--- src/rtl/core_pkg.sv ---
// rtl/core_pkg.sv - shared types and constants for branch resolution
// Contents: FSM state encoding, 2-bit BHT counter values, PC increment,
//           and the saturating counter next-value helper.
package core_pkg;

  typedef enum logic [1:0] {
    IDLE  = 2'd0,
    REDIR = 2'd1,
    FLUSH = 2'd2
  } br_state_e;

  localparam logic [1:0] SNT = 2'b00;
  localparam logic [1:0] WNT = 2'b01;
  localparam logic [1:0] WT  = 2'b10;
  localparam logic [1:0] ST  = 2'b11;

  localparam int PC_INC = 4;

  function automatic logic [1:0] bht_next(input logic [1:0] cnt, input logic taken);
    if (taken) begin
      return (cnt == ST) ? ST : cnt + 2'd1;
    end
    return (cnt == SNT) ? SNT : cnt - 2'd1;
  endfunction

endpackage

--- src/rtl/branch_ctrl_if.sv ---
// rtl/branch_ctrl_if.sv - pipeline-side bundle of the branch resolution unit
// master: ID/EX/IF side (drives lookup PC, EX resolution, redirect_ready)
// slave : branch_ctrl (drives prediction, redirect request, flushes, counters)
interface branch_ctrl_if #(
  parameter int DATA_WITDH = 32
);
  logic [DATA_WITDH-1:0] id_pc;
  logic                  id_pred_taken;
  logic                  ex_valid;
  logic                  ex_stall;
  logic                  ex_is_br;
  logic                  ex_jalx;
  logic                  ex_taken;
  logic                  ex_pred;
  logic [DATA_WITDH-1:0] ex_pc;
  logic [DATA_WITDH-1:0] ex_target;
  logic                  redirect_ready;
  logic                  redirect_valid;
  logic [DATA_WITDH-1:0] redirect_pc;
  logic                  flush_ifid;
  logic                  flush_idex;
  logic [DATA_WITDH-1:0] br_count;
  logic [DATA_WITDH-1:0] mis_count;

  modport master (
    output id_pc, ex_valid, ex_stall, ex_is_br, ex_jalx, ex_taken, ex_pred,
           ex_pc, ex_target, redirect_ready,
    input  id_pred_taken, redirect_valid, redirect_pc, flush_ifid, flush_idex,
           br_count, mis_count
  );

  modport slave (
    input  id_pc, ex_valid, ex_stall, ex_is_br, ex_jalx, ex_taken, ex_pred,
           ex_pc, ex_target, redirect_ready,
    output id_pred_taken, redirect_valid, redirect_pc, flush_ifid, flush_idex,
           br_count, mis_count
  );
endinterface

--- src/rtl/bht_2bit.sv ---
// rtl/bht_2bit.sv - table of 2-bit saturating direction counters
// Ports: clk, rst_n (sync, active-low, reinitialises to weakly not-taken),
//        rd_idx_i/rd_cnt_o (combinational lookup),
//        upd_en_i/upd_idx_i/upd_taken_i (update on rising edge).
module bht_2bit
  import core_pkg::*;
#(
  parameter int IDX_W = 4
) (
  input  logic             clk,
  input  logic             rst_n,
  input  logic [IDX_W-1:0] rd_idx_i,
  output logic [1:0]       rd_cnt_o,
  input  logic             upd_en_i,
  input  logic [IDX_W-1:0] upd_idx_i,
  input  logic             upd_taken_i
);

  localparam int ENTRIES = 2 ** IDX_W;

  logic [1:0] cnt_q [ENTRIES];

  // Read is taken from the registered array, so a same-cycle update to the
  // same index is only visible from the next cycle on.
  assign rd_cnt_o = cnt_q[rd_idx_i];

  always_ff @(posedge clk) begin
    if (!rst_n) begin
      for (int i = 0; i < ENTRIES; i++) begin
        cnt_q[i] <= WNT;
      end
    end else if (upd_en_i) begin
      cnt_q[upd_idx_i] <= bht_next(cnt_q[upd_idx_i], upd_taken_i);
    end
  end

endmodule

--- src/rtl/branch_ctrl.sv ---
// rtl/branch_ctrl.sv - branch resolution, redirect sequencing and BHT owner
// Ports: clk, rst_n (sync, active-low), bus (branch_ctrl_if.slave):
//        ID lookup, EX resolution inputs, redirect valid/ready/pc,
//        IF/ID and ID/EX flushes, branch and mispredict counters.
module branch_ctrl
  import core_pkg::*;
#(
  parameter int DATA_WITDH = 32,
  parameter int BHT_IDX_W  = 4
) (
  input  logic clk,
  input  logic rst_n,
  branch_ctrl_if.slave bus
);

  br_state_e             state_q, state_d;
  logic                  redirect_valid_q, redirect_valid_d;
  logic [DATA_WITDH-1:0] redirect_pc_q, redirect_pc_d;
  logic                  flush_q, flush_d;
  logic [DATA_WITDH-1:0] br_count_q, mis_count_q;

  logic                  resolve;
  logic                  mispredict;
  logic                  go_redir;
  logic                  br_upd;
  logic [DATA_WITDH-1:0] target;
  logic [1:0]            rd_cnt;

  // EX contents outside IDLE are wrong-path and never consumed.
  assign resolve    = bus.ex_valid & ~bus.ex_stall & (state_q == IDLE);
  assign mispredict = bus.ex_jalx | (bus.ex_is_br & (bus.ex_taken != bus.ex_pred));
  assign go_redir   = resolve & mispredict;
  // A jump wins over an (illegal) simultaneous branch flag.
  assign br_upd     = resolve & bus.ex_is_br & ~bus.ex_jalx;
  assign target     = (bus.ex_jalx | (bus.ex_is_br & bus.ex_taken))
                      ? bus.ex_target : bus.ex_pc + DATA_WITDH'(PC_INC);

  bht_2bit #(.IDX_W(BHT_IDX_W)) u_bht (
    .clk         (clk),
    .rst_n       (rst_n),
    .rd_idx_i    (bus.id_pc[BHT_IDX_W+1:2]),
    .rd_cnt_o    (rd_cnt),
    .upd_en_i    (br_upd),
    .upd_idx_i   (bus.ex_pc[BHT_IDX_W+1:2]),
    .upd_taken_i (bus.ex_taken)
  );

  always_comb begin
    state_d          = state_q;
    redirect_valid_d = redirect_valid_q;
    redirect_pc_d    = redirect_pc_q;
    flush_d          = flush_q;
    case (state_q)
      IDLE: begin
        if (go_redir) begin
          state_d          = REDIR;
          redirect_valid_d = 1'b1;
          redirect_pc_d    = target;
          flush_d          = 1'b1;
        end
      end
      REDIR: begin
        if (bus.redirect_ready) begin
          state_d          = FLUSH;
          redirect_valid_d = 1'b0;
        end
      end
      // One extra flush cycle kills the fetch issued during the handshake.
      FLUSH: begin
        state_d = IDLE;
        flush_d = 1'b0;
      end
      default: begin
        state_d          = IDLE;
        redirect_valid_d = 1'b0;
        flush_d          = 1'b0;
      end
    endcase
  end

  always_ff @(posedge clk) begin
    if (!rst_n) begin
      state_q          <= IDLE;
      redirect_valid_q <= 1'b0;
      redirect_pc_q    <= '0;
      flush_q          <= 1'b0;
      br_count_q       <= '0;
      mis_count_q      <= '0;
    end else begin
      state_q          <= state_d;
      redirect_valid_q <= redirect_valid_d;
      redirect_pc_q    <= redirect_pc_d;
      flush_q          <= flush_d;
      if (br_upd) begin
        br_count_q <= br_count_q + 1'b1;
      end
      if (go_redir) begin
        mis_count_q <= mis_count_q + 1'b1;
      end
    end
  end

  assign bus.id_pred_taken  = rd_cnt[1];
  assign bus.redirect_valid = redirect_valid_q;
  assign bus.redirect_pc    = redirect_pc_q;
  assign bus.flush_ifid     = flush_q;
  assign bus.flush_idex     = flush_q;
  assign bus.br_count       = br_count_q;
  assign bus.mis_count      = mis_count_q;

endmodule

--- src/flat_wrapper.sv ---
// flat-port wrapper written by rule: the top's interface ports become plain ports
module branch_ctrl_flat import core_pkg::*;
#(
  parameter int DATA_WITDH = 32,
  parameter int BHT_IDX_W  = 4
)
  (clk, rst_n, bus_id_pc, bus_ex_valid, bus_ex_stall, bus_ex_is_br, bus_ex_jalx, bus_ex_taken, bus_ex_pred, bus_ex_pc, bus_ex_target, bus_redirect_ready, bus_id_pred_taken, bus_redirect_valid, bus_redirect_pc, bus_flush_ifid, bus_flush_idex, bus_br_count, bus_mis_count);
  branch_ctrl_if #(.DATA_WITDH(DATA_WITDH)) bus_i ();
  input  logic clk;
  input  logic rst_n;
  input wire logic [$bits(bus_i.id_pc)-1:0] bus_id_pc;
  input wire logic [$bits(bus_i.ex_valid)-1:0] bus_ex_valid;
  input wire logic [$bits(bus_i.ex_stall)-1:0] bus_ex_stall;
  input wire logic [$bits(bus_i.ex_is_br)-1:0] bus_ex_is_br;
  input wire logic [$bits(bus_i.ex_jalx)-1:0] bus_ex_jalx;
  input wire logic [$bits(bus_i.ex_taken)-1:0] bus_ex_taken;
  input wire logic [$bits(bus_i.ex_pred)-1:0] bus_ex_pred;
  input wire logic [$bits(bus_i.ex_pc)-1:0] bus_ex_pc;
  input wire logic [$bits(bus_i.ex_target)-1:0] bus_ex_target;
  input wire logic [$bits(bus_i.redirect_ready)-1:0] bus_redirect_ready;
  output wire logic [$bits(bus_i.id_pred_taken)-1:0] bus_id_pred_taken;
  output wire logic [$bits(bus_i.redirect_valid)-1:0] bus_redirect_valid;
  output wire logic [$bits(bus_i.redirect_pc)-1:0] bus_redirect_pc;
  output wire logic [$bits(bus_i.flush_ifid)-1:0] bus_flush_ifid;
  output wire logic [$bits(bus_i.flush_idex)-1:0] bus_flush_idex;
  output wire logic [$bits(bus_i.br_count)-1:0] bus_br_count;
  output wire logic [$bits(bus_i.mis_count)-1:0] bus_mis_count;
  assign bus_i.id_pc = bus_id_pc;
  assign bus_i.ex_valid = bus_ex_valid;
  assign bus_i.ex_stall = bus_ex_stall;
  assign bus_i.ex_is_br = bus_ex_is_br;
  assign bus_i.ex_jalx = bus_ex_jalx;
  assign bus_i.ex_taken = bus_ex_taken;
  assign bus_i.ex_pred = bus_ex_pred;
  assign bus_i.ex_pc = bus_ex_pc;
  assign bus_i.ex_target = bus_ex_target;
  assign bus_i.redirect_ready = bus_redirect_ready;
  assign bus_id_pred_taken = bus_i.id_pred_taken;
  assign bus_redirect_valid = bus_i.redirect_valid;
  assign bus_redirect_pc = bus_i.redirect_pc;
  assign bus_flush_ifid = bus_i.flush_ifid;
  assign bus_flush_idex = bus_i.flush_idex;
  assign bus_br_count = bus_i.br_count;
  assign bus_mis_count = bus_i.mis_count;
  branch_ctrl #(.DATA_WITDH(DATA_WITDH), .BHT_IDX_W(BHT_IDX_W)) u_core (.clk(clk), .rst_n(rst_n), .bus(bus_i));
endmodule
--- config.mk ---
export PLATFORM = sky130hd
export DESIGN_NAME = branch_ctrl_flat
export DESIGN_NICKNAME = d
export VERILOG_FILES = /design/src/rtl/core_pkg.sv /design/src/rtl/branch_ctrl_if.sv /design/src/rtl/bht_2bit.sv /design/src/rtl/branch_ctrl.sv /design/src/flat_wrapper.sv
export SDC_FILE = /design/constraint.sdc
export NUM_CORES = 1
export LEC_CHECK = 0
export ABC_AREA = 1
export ABC_CLOCK_PERIOD_IN_PS = 2100
export CAP_MARGIN = 20
export CORE_UTILIZATION = 45
export CTS_BUF_LIST = sky130_fd_sc_hd__clkbuf_8
export DETAILED_ROUTE_END_ITERATION = 16
export GPL_TIMING_DRIVEN = 0
export PLACE_DENSITY = 0.7
export SETUP_SLACK_MARGIN = 0.4
export SKIP_LAST_GASP = 1
export SLEW_MARGIN = 20
export SYNTH_ARGS = -nofsm -noshare
export SYNTH_HDL_FRONTEND = slang
export SYNTH_HIERARCHICAL = 1
export SYNTH_SLANG_ARGS = --single-unit
--- constraint.sdc ---
create_clock -name clk -period 2.1 [get_ports clk]
set_input_delay 0.21 -clock clk [delete_from_list [all_inputs] [get_ports clk]]
set_output_delay 0.21 -clock clk [all_outputs]
set_load 0.005 [all_outputs]
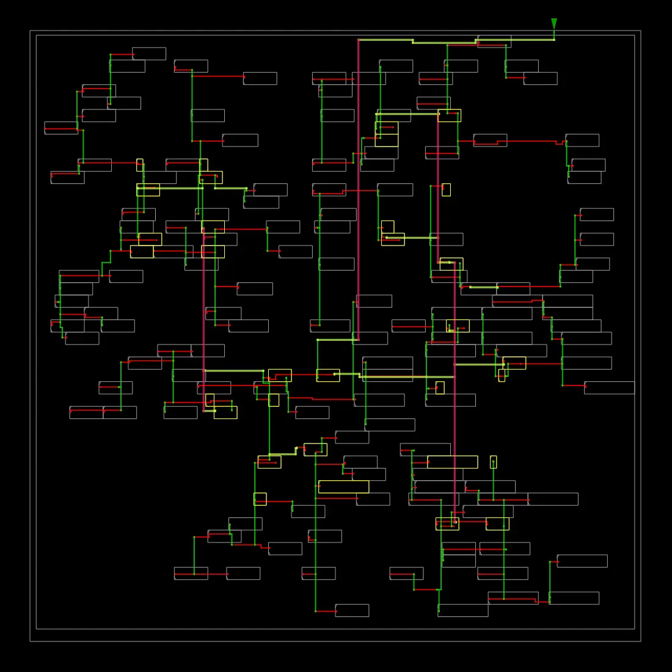
(run_1/clocks.png)
FF+latch count: 132
number of buffers created by CTS: 17
Worst-Skew Late Latency: 0.44 ns

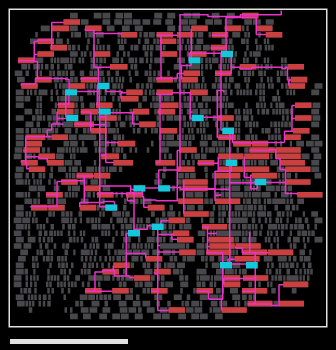
(run_1/clk_routes.png)
Bar = 50 um.
flip-flops -> red  # count 132
clock drivers -> cyan  # count 17
clock wires -> magenta  # length 1710 um
flops lie = widely spread
routed clock nets = 18
clock network power consumption: 0.00212 W
worst clock skew: 0.008277 ns

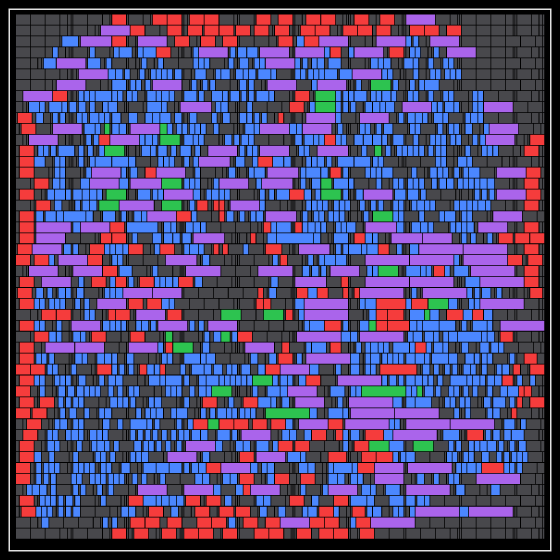
(run_1/placement_by_type.png)
Fill, decap, tap and diode cells in grey.
clock drivers and dummy loads -> green  # cells 32, share of their area 3.7%
combinational and other logic -> blue  # cells 1042, share of their area 47%
sequential cells -> purple  # cells 132, share of their area 29%
remaining buffers and delay cells -> red  # cells 234, share of their area 21%
std cell rows: 48
Core ar.: 0.01718 sq mm
final core utilization: 62.78%
flop share of the area: 27.78%

==> run 1: per-stage QoR <==
step / TNS, ns / cells / util, % / total power, W
2_1_floorplan: 0 / 1212 / - / 0.003126
6_report: 0 / 1665 / 62.78 / 0.005679
3_5_place_dp: -14.46 / 1612 / 57.69 / 0.003524
5_1_grt: 0 / 1665 / 62.78 / 0.005907
4_1_cts: 0 / 1653 / 60.74 / 0.005668
3_3_place_gp: -13.84 / 1612 / 57.69 / 0.003518
==> run 1: layout make-up <==
| type | instances | share of cell area [%] |
|---|---|---|
| inverter | 128 | 4.525 |
| sequential | 132 | 27.78 |
| timing repair buffer | 195 | 17.87 |
| clock buffer | 20 | 2.553 |
| multi-input combinational | 914 | 41.30 |
| clock inverter | 12 | 1.044 |
| buffer | 39 | 2.321 |
| tap | 225 | 2.611 |
==> results.ini, run 1 <==
[worst_setup_path]
cp_cell_sequence = buf_6, nand2_2, nand2_1, nand2_1, nand2_1, nand2_1, nand2_2, o21ai_4, nand2_2, nand2_4, buf_12, nor2_2
regToRegStartpoint = u_core/u_bht/cnt_q[9][1]
reg2regPathDepth = 12
worst-path-max-fanout = 10
cp.depth = 12
crit_top_cell = nand2_1
setup.reg_to_reg.worst_slack_ns = 0.32
setup.worst_path.start_class = flip-flop
worst-endpoint-required_ns = 2.30

[final_timing]
grt_setup_unrepaired = true
worst_slew_pin_slew_ns = 0.5719
fmax_ghz = 0.5615
final-hold-violation-count = 0
maxSlewHeadroom_pct = 61.87
setup_viol_count_final = 0
fin_ws_ns = 0.3192
hold_slack_ns = 0.2855
final-max-slew-violation-count = 0

[flow_run]
drv.max_cap_violation_count = 0
openroad_warnings = 56

[pwr]
power.sequential.fraction_pct = 47.3
pwr.group.combinational_w = 0.000877
clockPowerShare_pct = 37.3
power_per_cell_area_mw_per_mm2 = 526.7
p_seq_w = 0.00268
power.net_switching_w = 0.001502
cellLeakagePower_nw = 4.086

[cells_and_area]
area_delta_synth_final_pct = 36.90
final_common_cell = nand2_1
drive_above_1_share_pct = 14.10
finish.net_count = 1535
diodes = 0
layout_top_cells_excl_fill_tap = nand2_1, nor2_1, clkdlybuf4s50_1

[detailed_routing]
post_drt_via_cell_ratio = 5.117
postRouteWirelength_um = 24860
routedLengthMet1_um = 10760
dr.pass1.iters = 7
drt-wirelength-per-cell_um = 14.93
route.vias.total = 8520

[clock_network]
postCtsResizedCells = 40
clockRootBuffer = clkbuf_8
cts.sinks = 132
tritoncts = done
hold_buffers = 0

[place]
weighted_congestion_at_the_end_of_routability_driven_global_placement = 0.9307
post-dp-hpwl_um = 18700
io_buffer_count = 175

[floorplanning]
initCoreUtil_pct = 45.86
io-pin-count = 205
dieArea_sq_mm = 0.01804
die_h_um = 134.3
die_width_um = 134.3

[outcome]
status = finished, final reports clean

[hold_path]
hold_depth = 4
min_from = bus_ex_pc[3]

[grt]
met1_usage_pct = 34.61
gr-usage-all-layers_pct = 27.47
grt_start_max_net_pins = 17
use_met3_pct = 6.614
grt_antenna_before_repair = 0
busiest_layer = met2
vias_in_the_first_global_route = 7891

==> run_1/flops_by_reg.png <==
Bar = 50 um.
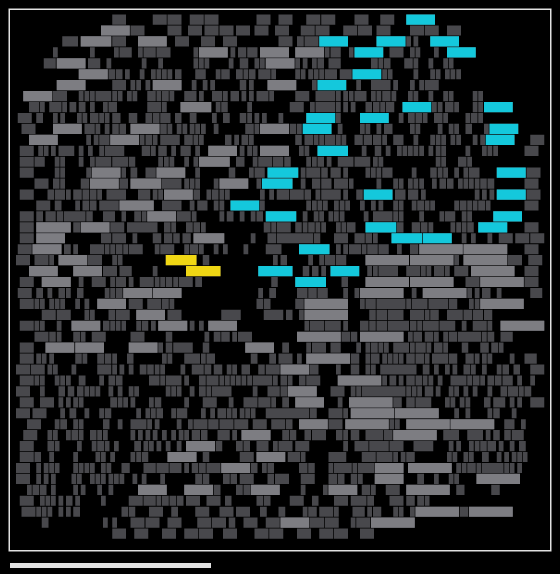

==> run 1 -> run 2 <==
--- a/config.mk
+++ b/config.mk
@@ -6,13 +6,13 @@
 export NUM_CORES = 1
 export LEC_CHECK = 0
 export ABC_AREA = 1
-export ABC_CLOCK_PERIOD_IN_PS = 2100
+export ABC_CLOCK_PERIOD_IN_PS = 1600
 export CAP_MARGIN = 20
 export CORE_UTILIZATION = 45
 export CTS_BUF_LIST = sky130_fd_sc_hd__clkbuf_8
 export DETAILED_ROUTE_END_ITERATION = 16
 export GPL_TIMING_DRIVEN = 0
-export PLACE_DENSITY = 0.7
+export PLACE_DENSITY = 0.73
 export SETUP_SLACK_MARGIN = 0.4
 export SKIP_LAST_GASP = 1
 export SLEW_MARGIN = 20
==> constraint.sdc (replaced) <==
create_clock -name clk -period 1.6 [get_ports clk]
set_input_delay 0.16 -clock clk [delete_from_list [all_inputs] [get_ports clk]]
set_output_delay 0.16 -clock clk [all_outputs]
set_load 0.005 [all_outputs]
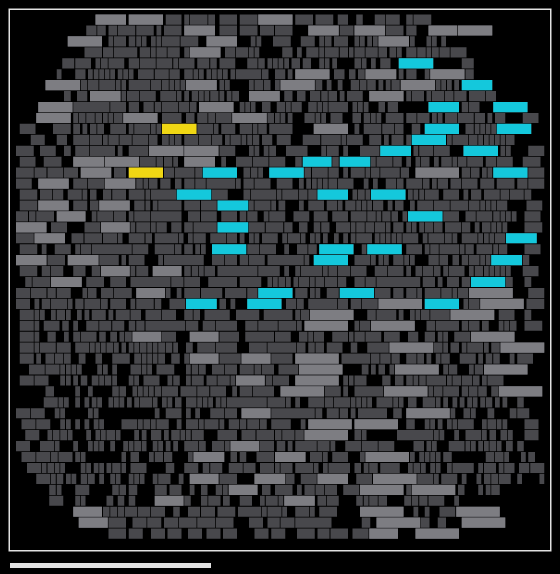
(run_2/flops_by_reg.png)
Bar = 50 um.
u_core/state_q -> yellow  # flops 2
u_core/bus.mis_count -> cyan  # flops 32
not coloured = 98

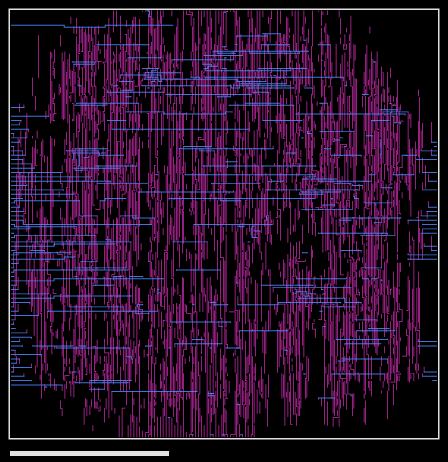
(run_2/wires.png)
Bar = 50 um. Only two layers are drawn.
metal 2 -> magenta  # wire length 15400 um
metal 3 -> blue  # wire length 2630 um

==> results.ini, run 2 <==
[place]
weighted_congestion_at_the_end_of_routability_driven_global_placement = 0.9238  ; -0.74%
io_buffer_count = 175  ; unchanged

[pwr]
cellLeakagePower_nw = 6.305  ; +54%
total_power_after_layout_w = 0.007953  ; +40%
power.sequential.fraction_pct = 43.6  ; -3.7 points
clock_network_power_consumption_w = 0.00295  ; +39%
clockPowerShare_pct = 37.0  ; -0.3 points
power.net_switching_w = 0.002331  ; +55%
p_seq_w = 0.00347  ; +29%
pwr.group.combinational_w = 0.00154  ; +76%

[grt]
gr-usage-all-layers_pct = 30.44  ; +3.0 points
grt_start_max_net_pins = 17  ; unchanged
vias_in_the_first_global_route = 8541  ; +8.2%
grt_antenna_before_repair = 0  ; unchanged

[worst_setup_path]
regToRegStartpoint = u_core/state_q[1]
worst-path-max-fanout = 5  ; -5
reg2regPathDepth = 9  ; -3
worst-endpoint-required_ns = 1.94  ; -0.36 ns
cp_cell_sequence = clkdlybuf4s50_1, inv_1, nor2_2, nand4_4, buf_6, buf_8, nor2_4, buf_6, nand2_1, xor2_1, nor2_1

[cells_and_area]
area_delta_synth_final_pct = 70.72
finalCoreUtilization_pct = 78.29  ; +16 points
final_common_cell = nand2_1
drive_above_1_share_pct = 40.32  ; +26 points
finish.net_count = 1650  ; +7.5%
layout_top_cells_excl_fill_tap = nand2_1, nor2_1, inv_1
instances_no_fill = 1780  ; +6.9%

[floorplanning]
fp-row-count = 48  ; unchanged
dieArea_sq_mm = 0.01804  ; unchanged
design.core.area_sq_mm = 0.01718  ; unchanged
die_h_um = 134.3  ; unchanged

[final_timing]
setup_viol_count_final = 130  ; +130
timing.setup.tns_ns = -9.857  ; -9.857 ns
fin_ws_ns = -0.1806  ; -0.4998 ns
final-max-slew-violation-count = 0  ; unchanged
worst_slew_pin_slew_ns = 0.8459  ; +0.2740 ns
maxSlewHeadroom_pct = 43.60  ; -18 points
grt_setup_unrepaired = true

[outcome]
failed_checks = negative setup slack
status = finished with violations

[detailed_routing]
postRouteWirelength_um = 31470  ; +27%
dr.pass1.iters = 5  ; -2

[clock_network]
tritoncts.num_buffers = 17  ; unchanged
postCtsResizedCells = 415  ; +940%
tritoncts = done

[flow_run]
drv.max_cap_violation_count = 0  ; unchanged

[run 2: worst min-delay path, cell delays in order]
cell and delay [ns]:
dlymetal6s2s_1 0.15, ha_2 0.17, nand2_1 0.05, a31oi_1 0.14
[run 2: cell type report]
cell class                      instances  share of cell area (%)
Inverter                              128                   3.889
Multi-Input combinational cell        914                   40.86
Tap cell                              225                   2.094
Clock buffer                           19                   1.945
Clock inverter                         13                   1.061
Timing Repair Buffer                  310                   23.88
Buffer                                 39                   2.717
Sequential cell                       132                   23.56
[run 2: metal layers]
| metal | up-vias | routed length [um] | GRT usage (%) |
|---|---|---|---|
| li1 | 4542 | - | - |
| met1 | 4562 | 12510 | 38.30 |
| met2 | 468 | 15430 | 50.86 |
| met3 | 76 | 2634 | 7.143 |
| met4 | 0 | 890 | 10.67 |
| met5 | - | 0 | 0 |
Power is estimated from default activity; no workload was simulated.
